[src/rtl/fetch_pkg.sv]
// Shared types for the instruction-fetch path: the buffered fetch entry,
// the fetch state encoding and the default terminator word.
package fetch_pkg;

    localparam int XLEN = 32;
    localparam logic [XLEN-1:0] END_INSN_DEFAULT = 32'h0000_0000;

    typedef struct packed {
        logic [XLEN-1:0] pc;
        logic [XLEN-1:0] instr;
    } fetch_entry_t;

    typedef enum logic [1:0] {
        RUN   = 2'd0,
        DRAIN = 2'd1,
        DONE  = 2'd2
    } fetch_state_e;

    function automatic logic [XLEN-1:0] align_word(input logic [XLEN-1:0] addr);
        return addr & ~32'h0000_0003;
    endfunction

endpackage

[src/rtl/fetch_fifo.sv]
// First-word-fall-through FIFO holding fetched {pc, instr} entries.
// Flush empties it in one edge and takes priority over push and pop.
module fetch_fifo
    import fetch_pkg::*;
#(
    parameter int FIFO_DEPTH = 2,
    parameter int DW         = $bits(fetch_entry_t),
    parameter int CW         = $clog2(FIFO_DEPTH) + 1
) (
    input  logic          clk,
    input  logic          reset,
    input  logic          flush,
    input  logic          push,
    input  logic [DW-1:0] push_data,
    input  logic          pop,
    output logic [DW-1:0] head,
    output logic          full,
    output logic          empty,
    output logic [CW-1:0] count
);

    localparam int AW = $clog2(FIFO_DEPTH);

    logic [DW-1:0] mem_q [FIFO_DEPTH];
    logic [DW-1:0] mem_d [FIFO_DEPTH];
    logic [AW-1:0] wr_ptr_q, wr_ptr_d;
    logic [AW-1:0] rd_ptr_q, rd_ptr_d;
    logic [CW-1:0] count_q, count_d;
    logic          push_ok;
    logic          pop_ok;

    assign full  = (count_q == CW'(FIFO_DEPTH));
    assign empty = (count_q == '0);
    assign count = count_q;
    assign head  = mem_q[rd_ptr_q];

    always_comb begin
        mem_d    = mem_q;
        wr_ptr_d = wr_ptr_q;
        rd_ptr_d = rd_ptr_q;
        count_d  = count_q;
        // A push into a full FIFO is only accepted when the head leaves the same cycle.
        push_ok  = push && (!full || pop);
        pop_ok   = pop && !empty;
        if (flush) begin
            wr_ptr_d = '0;
            rd_ptr_d = '0;
            count_d  = '0;
        end else begin
            if (push_ok) begin
                mem_d[wr_ptr_q] = push_data;
                wr_ptr_d        = wr_ptr_q + AW'(1);
            end
            if (pop_ok) begin
                rd_ptr_d = rd_ptr_q + AW'(1);
            end
            count_d = count_q + CW'(push_ok) - CW'(pop_ok);
        end
    end

    always_ff @(posedge clk) begin
        if (reset) begin
            for (int i = 0; i < FIFO_DEPTH; i++) begin
                mem_q[i] <= '0;
            end
            wr_ptr_q <= '0;
            rd_ptr_q <= '0;
            count_q  <= '0;
        end else begin
            mem_q    <= mem_d;
            wr_ptr_q <= wr_ptr_d;
            rd_ptr_q <= rd_ptr_d;
            count_q  <= count_d;
        end
    end

    overflow_a: assert property (@(posedge clk) disable iff (reset) !(push && full && !pop));

endmodule

[src/rtl/instr_fetch_unit.sv]
// Instruction fetch initiator: owns the PC, issues credit-limited reads to a
// 1-cycle-latency memory and hands {pc, instr} to decode over valid/ready.
module instr_fetch_unit
    import fetch_pkg::*;
#(
    parameter logic [31:0] RESET_PC   = 32'h0000_0000,
    parameter int unsigned PROG_BYTES = 1024,
    parameter int          FIFO_DEPTH = 2,
    parameter logic [31:0] END_INSN   = END_INSN_DEFAULT
) (
    input  logic        clk,
    input  logic        reset,
    output logic        imem_req,
    output logic [31:0] imem_addr,
    input  logic [31:0] imem_rdata,
    input  logic        redirect_valid,
    input  logic [31:0] redirect_pc,
    output logic        out_valid,
    input  logic        out_ready,
    output logic [31:0] out_pc,
    output logic [31:0] out_instr,
    output logic        fetch_complete
);

    localparam int          CW       = $clog2(FIFO_DEPTH) + 1;
    localparam logic [31:0] PROG_END = 32'(PROG_BYTES);

    fetch_state_e state_q, state_d;
    logic [31:0]  pc_q, pc_d;
    logic [31:0]  tag_q, tag_d;
    logic         inflight_q, inflight_d;
    logic         drop_q, drop_d;
    logic         fetch_complete_q, fetch_complete_d;

    logic          issue;
    logic          redirect_take;
    logic          resp_live;
    logic          end_seen;
    logic          fifo_push, fifo_pop, fifo_flush;
    logic          fifo_full, fifo_empty;
    logic [CW-1:0] fifo_count;
    logic [CW-1:0] count_next;
    fetch_entry_t  push_entry;
    fetch_entry_t  head_entry;

    fetch_fifo #(
        .FIFO_DEPTH (FIFO_DEPTH)
    ) u_fifo (
        .clk       (clk),
        .reset     (reset),
        .flush     (fifo_flush),
        .push      (fifo_push),
        .push_data (push_entry),
        .pop       (fifo_pop),
        .head      (head_entry),
        .full      (fifo_full),
        .empty     (fifo_empty),
        .count     (fifo_count)
    );

    assign imem_req       = issue;
    assign imem_addr      = pc_q;
    assign out_valid      = !fifo_empty;
    assign out_pc         = head_entry.pc;
    assign out_instr      = head_entry.instr;
    assign fetch_complete = fetch_complete_q;

    always_comb begin
        // Credits count what was held at the start of the cycle; a pop now frees nothing until next cycle.
        issue = (state_q == RUN) && !reset && !redirect_valid && (pc_q < PROG_END) &&
                !fifo_full && ((int'(fifo_count) + int'(inflight_q)) < FIFO_DEPTH);
        redirect_take = redirect_valid && (state_q != DONE);
        resp_live     = inflight_q && !drop_q && !redirect_take;
        end_seen      = resp_live && (imem_rdata == END_INSN);
        fifo_push     = resp_live && !end_seen;
        fifo_pop      = !fifo_empty && out_ready;
        fifo_flush    = redirect_take;
        push_entry    = '{pc: tag_q, instr: imem_rdata};

        pc_d       = pc_q;
        tag_d      = tag_q;
        inflight_d = issue;
        drop_d     = 1'b0;
        state_d    = state_q;

        if (issue) begin
            pc_d  = pc_q + 32'd4;
            tag_d = pc_q;
        end

        case (state_q)
            RUN: begin
                if (end_seen) begin
                    state_d = DRAIN;
                end else if ((pc_q >= PROG_END) && !inflight_q) begin
                    state_d = DRAIN;
                end
            end
            default: state_d = state_q;
        endcase

        // A word requested alongside the terminator lies past the program end.
        if (end_seen && issue) begin
            drop_d = 1'b1;
        end

        if (redirect_take) begin
            pc_d    = align_word(redirect_pc);
            state_d = RUN;
        end

        count_next = redirect_take ? '0 : (fifo_count + CW'(fifo_push) - CW'(fifo_pop));
        if ((state_d == DRAIN) && (count_next == '0) && !inflight_d) begin
            state_d = DONE;
        end

        fetch_complete_d = (state_d == DONE);
    end

    always_ff @(posedge clk) begin
        if (reset) begin
            state_q          <= RUN;
            pc_q             <= RESET_PC;
            tag_q            <= '0;
            inflight_q       <= 1'b0;
            drop_q           <= 1'b0;
            fetch_complete_q <= 1'b0;
        end else begin
            state_q          <= state_d;
            pc_q             <= pc_d;
            tag_q            <= tag_d;
            inflight_q       <= inflight_d;
            drop_q           <= drop_d;
            fetch_complete_q <= fetch_complete_d;
        end
    end

endmodule

[config.mk]
export PLATFORM = sky130hd
export DESIGN_NAME = instr_fetch_unit
export DESIGN_NICKNAME = d
export VERILOG_FILES = /design/src/rtl/fetch_pkg.sv /design/src/rtl/fetch_fifo.sv /design/src/rtl/instr_fetch_unit.sv
export SDC_FILE = /design/constraint.sdc
export NUM_CORES = 1
export LEC_CHECK = 0
export CELL_PAD_IN_SITES_DETAIL_PLACEMENT = 0
export CELL_PAD_IN_SITES_GLOBAL_PLACEMENT = 1
export CORE_MARGIN = 8
export CORE_UTILIZATION = 39
export DETAILED_ROUTE_END_ITERATION = 12
export GPL_TIMING_DRIVEN = 0
export PLACE_DENSITY_LB_ADDON = 0.1
export SYNTH_ARGS = -nofsm -noshare
export SYNTH_HDL_FRONTEND = slang
export SYNTH_SLANG_ARGS = --single-unit
export TNS_END_PERCENT = 100
[constraint.sdc]
create_clock -name clk -period 2.5 [get_ports clk]
set_clock_uncertainty 0.1 [all_clocks]
set_input_delay 0.625 -clock clk [delete_from_list [all_inputs] [get_ports clk]]
set_output_delay 0.625 -clock clk [all_outputs]
set_load 0.03 [all_outputs]
Fig. 1: run 1, floorplan with the power grid
Bar = 50 um. Pins as bars on the die edge.
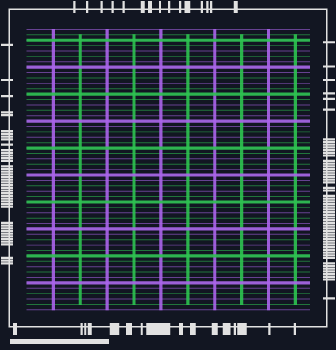
legend:
  green:
    net: VDD
  purple:
    net: VSS
met5 straps: 10
met1 rails: 53
rows: 52
signal pins: 167
met4 straps: 10

Fig. 2: run 1, placement by cell class
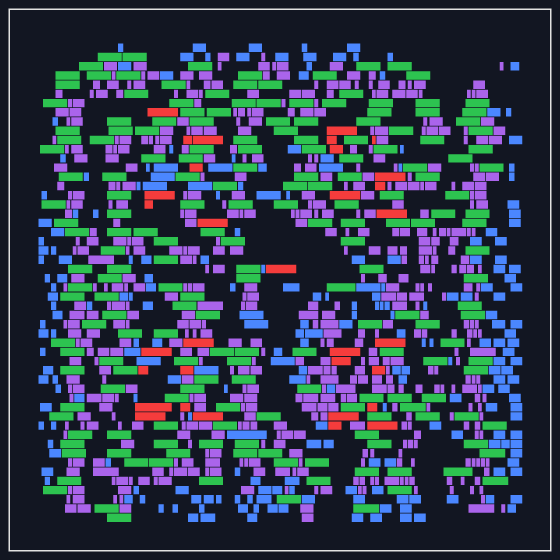
legend:
  purple:
    class: remaining logic cells
    cells: 528
  red:
    class: clock drivers and dummy loads
    cells: 32
  green:
    class: sequential cells
    cells: 193
  blue:
    class: remaining buffers and delay cells
    cells: 231

==> qor.json, run 1 <==
{
  "run_status": {"value": "finished clean"},
  "cts_htree_levels": {"value": 4},
  "drtIter0Drc": {"value": 159},
  "grt_first_pass_wirelength": {"value": 34700, "unit": "um"},
  "global_route.usage.met1": {"value": 0.202},
  "cts_resized": {"value": 299},
  "die_h": {"value": 159, "unit": "um"},
  "grtUsageMet3": {"value": 0.0564},
  "post_route_cells_drive_above_1_share": {"value": 0.247},
  "top_cell": {"value": "sky130_fd_sc_hd__dfxtp_1"},
  "syn_area": {"value": 0.00802, "unit": "sq mm"},
  "path_clk_slew": {"value": 0.07, "unit": "ns"},
  "cts_buffers": {"value": 17},
  "max_slew.worst_pin.slew": {"value": 0.834, "unit": "ns"},
  "detailroute.via_count": {"value": 6101},
  "top_cells_by_area": {"value": "sky130_fd_sc_hd__dfxtp_1, sky130_fd_sc_hd__mux2i_1, sky130_fd_sc_hd__mux2_2, sky130_fd_sc_hd__nor2_1, sky130_fd_sc_hd__buf_12"},
  "synth_chip_area": {"value": 0.00802, "unit": "sq mm"},
  "ys_types": {"value": 46},
  "cts_hold_buf": {"value": 0},
  "pin_count_of_the_biggest_net_entering_global_routing": {"value": 20},
  "max-cap-violations": {"value": 0},
  "syn-instance-count": {"value": 773},
  "rsz0062_at_grt": {"value": "yes"},
  "worst_slew_margin_rel": {"value": 0.444},
  "yosysWarnings": {"value": 0},
  "enable_flop_cells": {"value": 0},
  "global_route.usage.total": {"value": 0.169},
  "wire_per_inst": {"value": 17.3, "unit": "um"},
  "maxClockFrequency": {"value": 408, "unit": "MHz"},
  "stage_log_warnings": {"value": 33},
  "drt_first_pass_iters": {"value": 6},
  "final-setup-viol-count": {"value": 0},
  "postLayoutCoreUtil": {"value": 0.529},
  "finalClockPeriodUsage": {"value": 0.981},
  "nFillCells": {"value": 1835},
  "timing.critical_path.from_type": {"value": "flop"},
  "core-area": {"value": 0.0202, "unit": "sq mm"},
  "ctsRootBufferMaster": {"value": "sky130_fd_sc_hd__clkbuf_16"},
  "rows": {"value": 52},
  "viasPerCell": {"value": 4.87},
  "postSynthRegisterBits": {"value": 193},
  "area_delta_synth_final": {"value": 33.5, "unit": "%"},
  "finish.instance_area": {"value": 0.0107, "unit": "sq mm"}
}
Fig. 3: run 1, clock distribution
Bar = 50 um.
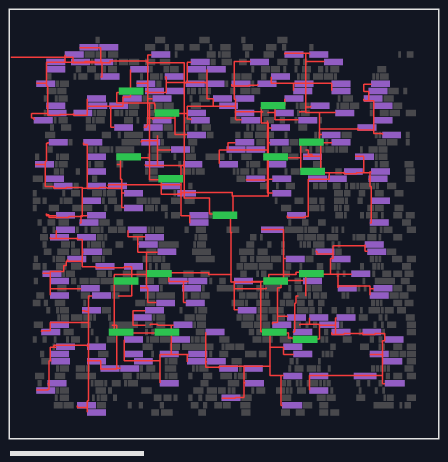
legend:
  green:
    item: clock-net drivers
    count: 17
  purple:
    item: flip-flops
    count: 193
  red:
    item: clock wires
    length: 2200 um
flops lie: spread over the die

## run 1: metrics by stage
step                      setup slack [ns]  setup TNS (ns)  hold WS, ns  cells  power, mW
after floorplan                      0.107               0        0.351    776       3.59
after global placement               -1.10         -111.76        0.360   1205       3.90
after detailed placement             -1.10         -115.47        0.363   1205       3.91
after CTS                         -0.00969         -0.0325        0.373   1254       6.64
after global routing               -0.0176         -0.0206        0.402   1254       6.84
final                               0.0467               0        0.376   1254       6.57
## run 1: cell type report
cell class	instances	area [sq um]	area share
clock inverters	14	161	0.0151
plain buffers	52	488	0.0456
multi-input cells	521	3840	0.359
well taps	270	338	0.0316
inverters	7	26.3	0.00245
clock buffers	18	429	0.0401
repair buffers	179	1550	0.145
flip-flops and latches	193	3880	0.362
## run 1: cell families after synthesis
group	count (synthesis)	synth area share
and+or+nand+nor	263	0.149
muxes	197	0.256
DFF	193	0.482
buffers and inverters	62	0.0588
AOI/OAI and AO/OA	45	0.0382
adders and majority gates	6	0.00936
xor gates and xnor gates	6	0.00655
other	1	0.000468
## run 1: where the power goes
group | switching, mW | internal (mW)
logic | 0.379 | 0.280
registers | 0.0629 | 3.13
clock network | 1.29 | 1.43
## run 1: final timing paths
path                                      start        endpoint  slack, ns  cells after the start
worst min register to register    imem_addr[16]   imem_addr[16]       0.38                      2
worst max-delay path            u_fifo.rd_ptr_q      out_pc[23]       0.05                      4
worst max register to register       state_q[1]  fetch_complete       0.21                      7
worst min-delay path              imem_addr[16]   imem_addr[16]       0.38                      2
## run 1: placed cells by master, fill, tap and decap left out, drive strengths merged, types with 2 or more instances in the layout
master         netlist  final
nand2b               2      2
a211oi               6      6
clkdlybuf4s50        0     62
o21ai                2      2
clkbuf              28     46
conb                 1      4
a311oi               2      2
nand3                2      2
and4                 2      2
clkinvlp             0      2
mux2                64     64
xnor2                5      5
buf                 27     92
ha                   6      6
nor4                19     19
nor3                 4      4
nand2               44     44
nor2               148    148
inv                  7     16
and3                 4      4
o21a                 2      2
and2                27     27
a2111oi              2      2
dlygate4sd2          0     23
dfxtp              193    193
clkdlybuf4s15        0     21
clkinv               0      2
nand4                4      4
a21oi               24     24
nor3b                2      2
dlymetal6s2s         0      4
or2                  2      2
nor2b                2      2
mux2i              133    133
## run 1: registers in the layout (all words and copies together), names as in the netlist
| signal | count |
|---|---|
| fetch_complete | 1 |
| state_q | 2 |
| tag_q | 30 |
| drop_q | 1 |
| inflight_q | 1 |
| u_fifo.wr_ptr_q | 1 |
| u_fifo.mem_q | 124 |
| u_fifo.rd_ptr_q | 1 |
| u_fifo.count | 2 |
| imem_addr | 30 |
## run 1: critical path, stage by stage (launching register included)
cell,delay [ns]
sky130_fd_sc_hd__dfxtp_4,0.36
sky130_fd_sc_hd__buf_12,0.12
sky130_fd_sc_hd__clkbuf_8,0.19
sky130_fd_sc_hd__mux2_2,0.34
sky130_fd_sc_hd__clkdlybuf4s15_2,0.28
## run 1: per-layer routing
layer  vias up  share of wire
met5         -         0.0016
met4         8         0.0082
met3        23          0.059
met2       139           0.48
met1      2901           0.45
li1       3030              -
==> run 2, diff against run 1 <==
Settings changed: GPL_ROUTABILITY_DRIVEN set to 0.
Fig. 4: run 2, clock wiring as the flow saved it
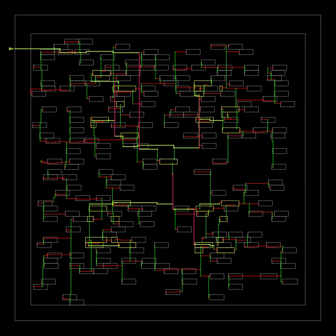
Clk. pwr: 2.72 mW
TritonCTS buffer count: 17
clock net sink count: 193
total number of sequential cells: 193
clock buffer count: 18

Fig. 5: run 2, floorplan with the power grid
Bar = 50 um. Pins as bars on the die edge.
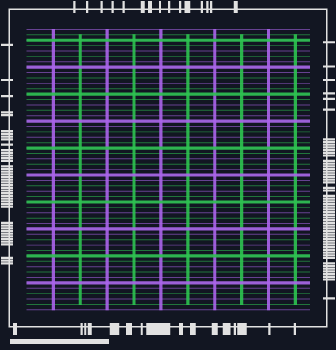
legend:
  green:
    net: VDD
  purple:
    net: VSS
rows: 52
signal pins: 167
met4 straps: 10
met1 rails: 53
met5 straps: 10

==> qor.json, run 2 <==
{
  "global_route.usage.total": {"value": 0.169},
  "layout_top_cell_excl_fill_tap": {"value": "sky130_fd_sc_hd__dfxtp_1"},
  "post_route_cells_drive_above_1_share": {"value": 0.247},
  "combPwrFrac": {"value": 0.100},
  "synthAoiAreaFrac": {"value": 0.0382},
  "post-route-worst-setup-slack": {"value": 0.0467, "unit": "ns"},
  "core-area": {"value": 0.0202, "unit": "sq mm"},
  "yosys-mux-area-fraction": {"value": 0.256},
  "ys_types": {"value": 46},
  "timing.critical_path.from_type": {"value": "flop"},
  "rows": {"value": 52},
  "synth_chip_area": {"value": 0.00802, "unit": "sq mm"},
  "nFillCells": {"value": 1835},
  "power.clock.fraction": {"value": 0.414},
  "viasPerCell": {"value": 4.87},
  "final-setup-viol-count": {"value": 0},
  "wire_per_inst": {"value": 17.3, "unit": "um"},
  "maxClockFrequency": {"value": 408, "unit": "MHz"},
  "synth-adder-area-share": {"value": 0.00936},
  "run_status": {"value": "finished clean"},
  "r2r-end": {"value": "fetch_complete"},
  "max_slew.worst_pin.slew": {"value": 0.834, "unit": "ns"},
  "rsz0062_at_grt": {"value": "yes"},
  "switching_power": {"value": 1.74, "unit": "mW"},
  "grt_first_pass_wirelength": {"value": 34700, "unit": "um"},
  "drt_first_pass_iters": {"value": 6},
  "cts_hold_buf": {"value": 0},
  "seqPwrFrac": {"value": 0.485},
  "lay_top_cells": {"value": "sky130_fd_sc_hd__dfxtp_1, sky130_fd_sc_hd__nor2_1, sky130_fd_sc_hd__mux2i_1"},
  "stage_log_warnings": {"value": 33},
  "min_from": {"value": "imem_addr[16]"},
  "syn-instance-count": {"value": 773},
  "detailroute.via_count": {"value": 6101},
  "yosysWarnings": {"value": 0}
}
## run 2: cell counts in the layout (fill, tap and decap cells not counted)
No cell type changed its count.
## run 2: kinds of logic (layout without fill, tap and decap cells)
kind of cell | Yosys count | count (layout)
simple gates | 263 | 263
compound gates | 45 | 45
xor+xnor | 6 | 6
other cells | 1 | 4
flops | 193 | 193
mux | 197 | 197
buf+inv | 62 | 270
fa+ha+maj | 6 | 6
## run 2: worst max-delay path, stage by stage, from the launching register on
cell and delay, ns:
sky130_fd_sc_hd__dfxtp_4 0.36, sky130_fd_sc_hd__buf_12 0.12, sky130_fd_sc_hd__clkbuf_8 0.19, sky130_fd_sc_hd__mux2_2 0.34, sky130_fd_sc_hd__clkdlybuf4s15_2 0.28
## run 2: layer usage
metal / global-route usage / part of all wire
met2: 0.287 / 0.48
met3: 0.0564 / 0.059
met1: 0.202 / 0.45
met4: 0.0412 / 0.0082
met5: 0 / 0.0016
## run 2: layout make-up
type / instances / area (sq um) / share of cell area
Buffer: 52 / 488 / 0.0456
Clock buffer: 18 / 429 / 0.0401
Clock inverter: 14 / 161 / 0.0151
Inverter: 7 / 26.3 / 0.00245
Multi-Input combinational cell: 521 / 3840 / 0.359
Sequential cell: 193 / 3880 / 0.362
Tap cell: 270 / 338 / 0.0316
Timing Repair Buffer: 179 / 1550 / 0.145
## run 2: worst max path at each step
stage	startpoint	to	slack, ns
final	u_fifo.rd_ptr_q	out_pc[23]	0.05
after global routing	imem_addr[12]	imem_req	-0.02
after CTS	u_fifo.rd_ptr_q	out_pc[26]	-0.01
after detailed placement	redirect_valid	imem_req	-1.10
after global placement	redirect_valid	imem_req	-1.10
after floorplan	redirect_valid	state_q[1]	0.11
## run 2: metrics by stage
stage	area (sq um)	instances	hold slack (ns)
after floorplan	8030	776	0.351
after global placement	9960	1205	0.360
after detailed placement	9960	1205	0.363
after CTS	10800	1254	0.373
after global routing	10700	1254	0.402
final	10700	1254	0.376
## run 2: power groups by stage
stage,sequential [mW],clock [mW],combinational [mW]
4_1_cts,3.19,2.79,0.664
2_1_floorplan,3.33,0,0.252
3_5_place_dp,3.26,0,0.655
3_3_place_gp,3.26,0,0.648
5_1_grt,3.20,2.93,0.711
6_report,3.19,2.72,0.660
## run 2: timing repair
item,in CTS,in global routing
pin swaps,19,20
gates cloned,2,0
gates resized,299,84
setup endpoints to repair,187,54
setup buffers,17,1
Power and IR drop assume default switching activity.
